--- config.mk ---
export PLATFORM = sky130hd
export DESIGN_NAME = seg_to_hex_decoder_flat
export DESIGN_NICKNAME = d
export VERILOG_FILES = /design/src/rtl/seg_to_hex_decoder_pkg.sv /design/src/rtl/seg_to_hex_decoder_if.sv /design/src/rtl/seg_to_hex_decoder_sync.sv /design/src/rtl/seg_to_hex_decoder.sv /design/src/flat_wrapper.sv
export SDC_FILE = /design/constraint.sdc
export NUM_CORES = 1
export LEC_CHECK = 0
export CAP_MARGIN = 20
export CORE_ASPECT_RATIO = 0.7
export CORE_MARGIN = 2
export CORE_UTILIZATION = 30
export DETAILED_ROUTE_END_ITERATION = 10
export SYNTH_ARGS = -nofsm -noshare
export SYNTH_HDL_FRONTEND = slang
export SYNTH_SLANG_ARGS = --single-unit
export TNS_END_PERCENT = 1
--- constraint.sdc ---
create_clock -name clock -period 7.4 [get_ports clock]
set_input_delay 0.74 -clock clock [delete_from_list [all_inputs] [get_ports clock]]
set_output_delay 0.74 -clock clock [all_outputs]
set_load 0.01 [all_outputs]
--- src/rtl/seg_to_hex_decoder_pkg.sv ---
// Seven-segment pattern constants, FSM states and pattern-to-nibble decode,
// shared by the decoder and the display encoder. Segments are active-low {g,f,e,d,c,b,a}.
package seg_pkg;

  localparam logic [6:0] SEG_0     = 7'b100_0000;
  localparam logic [6:0] SEG_1     = 7'b111_1001;
  localparam logic [6:0] SEG_2     = 7'b010_0100;
  localparam logic [6:0] SEG_3     = 7'b011_0000;
  localparam logic [6:0] SEG_4     = 7'b001_1001;
  localparam logic [6:0] SEG_5     = 7'b001_0010;
  localparam logic [6:0] SEG_6     = 7'b000_0010;
  localparam logic [6:0] SEG_7     = 7'b111_1000;
  localparam logic [6:0] SEG_8     = 7'b000_0000;
  localparam logic [6:0] SEG_9     = 7'b001_0000;
  localparam logic [6:0] SEG_A     = 7'b000_1000;
  localparam logic [6:0] SEG_B     = 7'b000_0011;
  localparam logic [6:0] SEG_C     = 7'b100_0110;
  localparam logic [6:0] SEG_D     = 7'b010_0001;
  localparam logic [6:0] SEG_E     = 7'b000_0110;
  localparam logic [6:0] SEG_F     = 7'b000_1110;
  localparam logic [6:0] SEG_BLANK = 7'b111_1111;

  typedef enum logic {
    SETTLING = 1'b0,
    LOCKED   = 1'b1
  } state_t;

  // legal covers both digits and blank; nibble is meaningful only for digits
  typedef struct packed {
    logic       legal;
    logic       is_blank;
    logic [3:0] nibble;
  } seg_dec_t;

  function automatic seg_dec_t seg_decode(input logic [6:0] pat);
    seg_dec_t r;
    r = '{legal: 1'b1, is_blank: 1'b0, nibble: 4'h0};
    case (pat)
      SEG_0:     r.nibble = 4'h0;
      SEG_1:     r.nibble = 4'h1;
      SEG_2:     r.nibble = 4'h2;
      SEG_3:     r.nibble = 4'h3;
      SEG_4:     r.nibble = 4'h4;
      SEG_5:     r.nibble = 4'h5;
      SEG_6:     r.nibble = 4'h6;
      SEG_7:     r.nibble = 4'h7;
      SEG_8:     r.nibble = 4'h8;
      SEG_9:     r.nibble = 4'h9;
      SEG_A:     r.nibble = 4'hA;
      SEG_B:     r.nibble = 4'hB;
      SEG_C:     r.nibble = 4'hC;
      SEG_D:     r.nibble = 4'hD;
      SEG_E:     r.nibble = 4'hE;
      SEG_F:     r.nibble = 4'hF;
      SEG_BLANK: r.is_blank = 1'b1;
      default:   r.legal = 1'b0;
    endcase
    return r;
  endfunction

endpackage

--- src/rtl/seg_to_hex_decoder_if.sv ---
// Segment-bus input and decoded-digit output bundle for seg_to_hex_decoder.
// master drives the segment bus and clear; slave is the decoder.
interface seg_to_hex_decoder_if;
  logic [6:0] seg_in;
  logic       clear_err;
  logic [3:0] data;
  logic       data_valid;
  logic       blank;
  logic       error;
  logic [7:0] err_count;
  logic       locked;

  modport master (
    output seg_in, clear_err,
    input  data, data_valid, blank, error, err_count, locked
  );

  modport slave (
    input  seg_in, clear_err,
    output data, data_valid, blank, error, err_count, locked
  );
endinterface

--- src/rtl/seg_to_hex_decoder_sync.sv ---
// Two-flop synchronizer for a multi-bit quasi-static bus; 2-cycle latency.
// Bits may resolve on different cycles; the downstream stability filter absorbs that.
module seg_sync #(
  parameter int           W       = 1,
  parameter logic [W-1:0] RST_VAL = '0
) (
  input  logic         clock,
  input  logic         reset,
  input  logic [W-1:0] d,
  output logic [W-1:0] q
);

  logic [W-1:0] meta;

  always_ff @(posedge clock or posedge reset) begin
    if (reset) begin
      meta <= RST_VAL;
      q    <= RST_VAL;
    end else begin
      meta <= d;
      q    <= meta;
    end
  end

endmodule

--- src/rtl/seg_to_hex_decoder.sv ---
// Debounces an asynchronous 7-segment bus and decodes it to a hex nibble; no backpressure.
// Latency STABLE_CYCLES+2 from first sampling edge of a steady pattern to the data_valid pulse.
module seg_to_hex_decoder
  import seg_pkg::*;
#(
  parameter int STABLE_CYCLES = 16
) (
  input  logic                  clock,
  input  logic                  reset,
  seg_to_hex_decoder_if.slave   bus
);

  localparam logic [7:0] CNT_MAX = 8'(STABLE_CYCLES - 1);

  logic [6:0] seg_s;
  logic [6:0] prev_q;
  logic [7:0] cnt_q;
  state_t     state_q, state_d;
  logic       match;
  logic       accept;
  logic       locked_o;
  logic       new_pat;
  seg_dec_t   dec;

  logic [6:0] acc_q;
  logic [3:0] data_q;
  logic       dv_q;
  logic       blank_q;
  logic       err_q;
  logic [7:0] errcnt_q;

  seg_sync #(.W(7), .RST_VAL(SEG_BLANK)) u_sync (
    .clock (clock),
    .reset (reset),
    .d     (bus.seg_in),
    .q     (seg_s)
  );

  assign match = (seg_s == prev_q);

  always_ff @(posedge clock or posedge reset) begin
    if (reset) begin
      prev_q <= SEG_BLANK;
      cnt_q  <= 8'd0;
    end else begin
      prev_q <= seg_s;
      if (!match)
        cnt_q <= 8'd0;
      else if (cnt_q != CNT_MAX)
        cnt_q <= cnt_q + 8'd1;
    end
  end

  always_ff @(posedge clock or posedge reset) begin
    if (reset) state_q <= SETTLING;
    else       state_q <= state_d;
  end

  always_comb begin
    state_d = state_q;
    case (state_q)
      SETTLING: if (match && cnt_q == CNT_MAX) state_d = LOCKED;
      LOCKED:   if (!match)                    state_d = SETTLING;
      default:                                 state_d = SETTLING;
    endcase
  end

  always_comb begin
    accept   = (state_q == SETTLING) && match && (cnt_q == CNT_MAX);
    locked_o = (state_q == LOCKED);
  end

  // a glitch that settles back onto the accepted pattern must stay invisible
  assign new_pat = accept && (seg_s != acc_q);
  assign dec     = seg_decode(seg_s);

  always_ff @(posedge clock or posedge reset) begin
    if (reset) begin
      acc_q    <= SEG_BLANK;
      data_q   <= 4'h0;
      dv_q     <= 1'b0;
      blank_q  <= 1'b1;
      err_q    <= 1'b0;
      errcnt_q <= 8'd0;
    end else begin
      dv_q <= new_pat;
      if (new_pat) begin
        acc_q <= seg_s;
        if (!dec.legal) begin
          err_q   <= 1'b1;
          blank_q <= 1'b0;
        end else if (dec.is_blank) begin
          err_q   <= 1'b0;
          blank_q <= 1'b1;
        end else begin
          err_q   <= 1'b0;
          blank_q <= 1'b0;
          data_q  <= dec.nibble;
        end
      end
      if (bus.clear_err)
        errcnt_q <= 8'd0;
      else if (new_pat && !dec.legal && errcnt_q != 8'hFF)
        errcnt_q <= errcnt_q + 8'd1;
    end
  end

  assign bus.data       = data_q;
  assign bus.data_valid = dv_q;
  assign bus.blank      = blank_q;
  assign bus.error      = err_q;
  assign bus.err_count  = errcnt_q;
  assign bus.locked     = locked_o;

endmodule

--- src/flat_wrapper.sv ---
// flat-port wrapper written by rule: the top's interface ports become plain ports
module seg_to_hex_decoder_flat import seg_pkg::*;
#(
  parameter int STABLE_CYCLES = 16
)
  (clock, reset, bus_seg_in, bus_clear_err, bus_data, bus_data_valid, bus_blank, bus_error, bus_err_count, bus_locked);
  seg_to_hex_decoder_if bus_i ();
  input  logic clock;
  input  logic reset;
  input wire logic [$bits(bus_i.seg_in)-1:0] bus_seg_in;
  input wire logic [$bits(bus_i.clear_err)-1:0] bus_clear_err;
  output wire logic [$bits(bus_i.data)-1:0] bus_data;
  output wire logic [$bits(bus_i.data_valid)-1:0] bus_data_valid;
  output wire logic [$bits(bus_i.blank)-1:0] bus_blank;
  output wire logic [$bits(bus_i.error)-1:0] bus_error;
  output wire logic [$bits(bus_i.err_count)-1:0] bus_err_count;
  output wire logic [$bits(bus_i.locked)-1:0] bus_locked;
  assign bus_i.seg_in = bus_seg_in;
  assign bus_i.clear_err = bus_clear_err;
  assign bus_data = bus_i.data;
  assign bus_data_valid = bus_i.data_valid;
  assign bus_blank = bus_i.blank;
  assign bus_error = bus_i.error;
  assign bus_err_count = bus_i.err_count;
  assign bus_locked = bus_i.locked;
  seg_to_hex_decoder #(.STABLE_CYCLES(STABLE_CYCLES)) u_core (.clock(clock), .reset(reset), .bus(bus_i));
endmodule
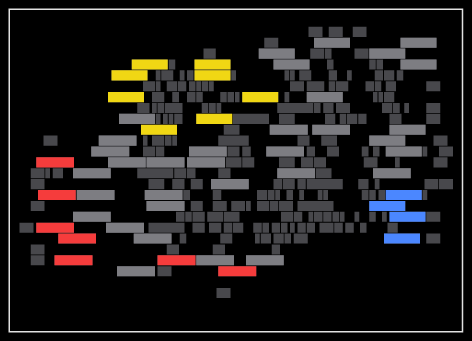
Figure 1: run 1, sequential cells colored by netlist name.
Scale: 4 px per um.
name in the netlist	color	placed flops
u_core.u_sync.meta	red	7
u_core.bus.data	blue	4
u_core.cnt_q	yellow	8

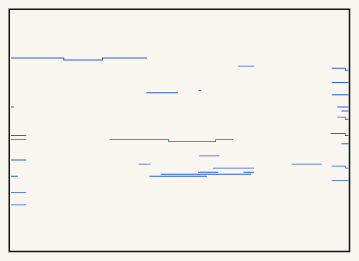
Figure 2: run 1, metal 3.
Scale: 3 px per um.
main direction	horizontal
nets with wire on the layer	27
share of all routed wire	5.6%
wire length on this layer	269 um
via count: 1755
wirelength, routed: 4770 um

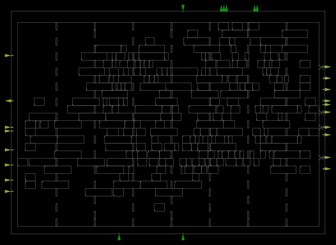
Figure 3: run 1, cell placement.
final non-filler cell total: 351
flop count: 52

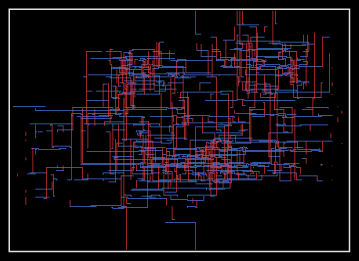
Figure 4: run 1, wiring by layer.
Scale: 3 px per um. Only two layers are drawn.
layer	color	wire length
metal 1	blue	2530 um
metal 2	red	1950 um
routed length per instance: 13.6 um
Tot GR Track Use: 11.4%

==> results.tsv, run 1 <==
stage	metric	value	unit
power_and_ir_drop	p_seq	0.000307	W
power_and_ir_drop	p_comb_share	4.6	%
drt	drt-initial-drc-count	119	
power_and_ir_drop	pg_clk	0.000243	W
placed_design	portBuffers	25	
logic_synthesis	ys_top_logic_family	simple AND/OR/NAND/NOR gates	
logic_synthesis	synth-main-ff-cell	dfstp_2	
drt	wl_met2	1950	um
power_and_ir_drop	clkPwrFrac	42.1	%
timing	fin_crit_sh	48.1	%
timing	drv_slew	0	
layout	final_nets	261	
worst_setup_path	crit_cells	7	
global_route	grt_pass1_vias	1632	
layout	nMultiInputCombCells	159	
worst_setup_path	slowest_delay	830	ps
worst_setup_path	critPathBufInv	0	
global_route	met2_usage	16.0	%
die	die_area	9060	sq um
status	violations	DRC	
timing	setup_viol	0	
drt	drc	4	
placed_design	placedCellCount	343	
power_and_ir_drop	p_switching	0.000121	W
global_route	grt.busiest_layer	met1	
placed_design	place_congestion	0.833	
drt	met1_length	2530	um
worst_setup_path	crit_path_end_kind	flop	
status	status	finished, violations left	
clock_tree	cts_tree	yes	
timing	rsz0062_at_grt	no	
worst_setup_path	critPathLaunch	u_core.u_sync.q[3]$_DFF_PP1_	
global_route	met3_usage	3.47	%
run 1: path summary, 6_finish.rpt:
check,end
setup reg to reg,u_core.bus.err_count[6]$_DFFE_PP0P_
min in group asynchronous,u_core.cnt_q[0]$_DFFE_PP0N_
setup / recovery,u_core.bus.err_count[6]$_DFFE_PP0P_
hold / removal,u_core.u_sync.q[1]$_DFF_PP1_
hold reg to reg,u_core.u_sync.q[1]$_DFF_PP1_
max in group asynchronous,u_core.bus.data[0]$_DFFE_PP0P_
run 1: kinds of logic (layout without fill, tap and decap cells):
logic type | Yosys count | count (layout)
fa+ha+maj | 2 | 2
flops | 52 | 52
mux | 10 | 10
xor+xnor | 21 | 21
simple gates | 90 | 90
buf+inv | 20 | 39
compound gates | 36 | 36
==> run 2, diff against run 1 <==
==> constraint.sdc (replaced) <==
create_clock -name clock -period 3.1 [get_ports clock]
set_input_delay 0.31 -clock clock [delete_from_list [all_inputs] [get_ports clock]]
set_output_delay 0.31 -clock clock [all_outputs]
set_load 0.01 [all_outputs]
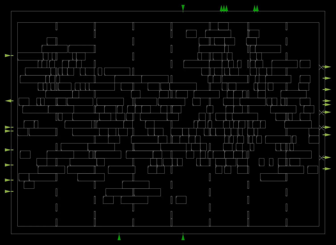
Figure 5: run 2, cell placement.
sequential share of cell area: 44.7%
core area: 7970 sq um
Tapcells: 101
Util after Layout: 37.5%
final non-filler cell total: 356

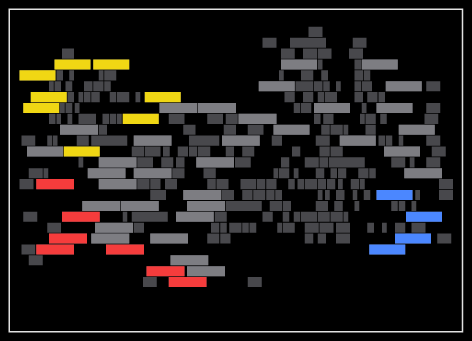
Figure 6: run 2, sequential cells colored by netlist name.
Scale: 4 px per um.
FF/Latch Area: 1340 sq um
sequential power: 0.000728 W

==> results.tsv, run 2 <==
stage	metric	value	unit	change
timing	rsz0062_at_grt	no		
power_and_ir_drop	clkPwrFrac	40.7	%	-1.4 points
global_route	grt_use_total	11.9	%	+0.56 points
layout	nMultiInputCombCells	159		unchanged
die	die_area	9060	sq um	unchanged
layout	final_nets	266		+1.9%
status	violations	DRC		
power_and_ir_drop	p_comb_share	5.3	%	+0.7 points
worst_setup_path	crit_path_end_kind	flop		
logic_synthesis	ys_top_logic_family	simple AND/OR/NAND/NOR gates		
timing	drv_slew	0		unchanged
logic_synthesis	synth-main-ff-cell	dfstp_2		
placed_design	portBuffers	25		unchanged
worst_setup_path	critPathLaunch	u_core.u_sync.q[3]$_DFF_PP1_		
drt	drc	4		unchanged
timing	setup_viol	0		unchanged
drt	drt-initial-drc-count	85		-29%
power_and_ir_drop	p_switching	0.000307	W	+150%
power_and_ir_drop	pg_clk	0.000548	W	+130%
worst_setup_path	slowest_delay	740	ps	-90 ps
status	status	finished, violations left		
clock_tree	cts_tree	yes		
## run 2: worst paths after layout
path	end	cells after the start	slack, ps
setup / recovery	u_core.bus.err_count[7]$_DFFE_PP0P_	7	390
hold / removal	u_core.u_sync.q[5]$_DFF_PP1_	0	360
setup reg to reg	u_core.bus.err_count[7]$_DFFE_PP0P_	7	390
hold reg to reg	u_core.u_sync.q[5]$_DFF_PP1_	0	360
max in group asynchronous	u_core.prev_q[2]$_DFF_PP1_	3	1860
min in group asynchronous	u_core.bus.locked$_DFF_PP0_	2	500
## run 2: layer usage
metal  up-vias  part of all wire [%]  track usage (%)
li1        865                     -                -
met1       849                    53             17.1
met2        35                    40             16.7
met3         8                   5.2             3.62
met4         0                   1.7             4.76
met5         -                     0                0
Power is estimated from default activity; no workload was simulated.
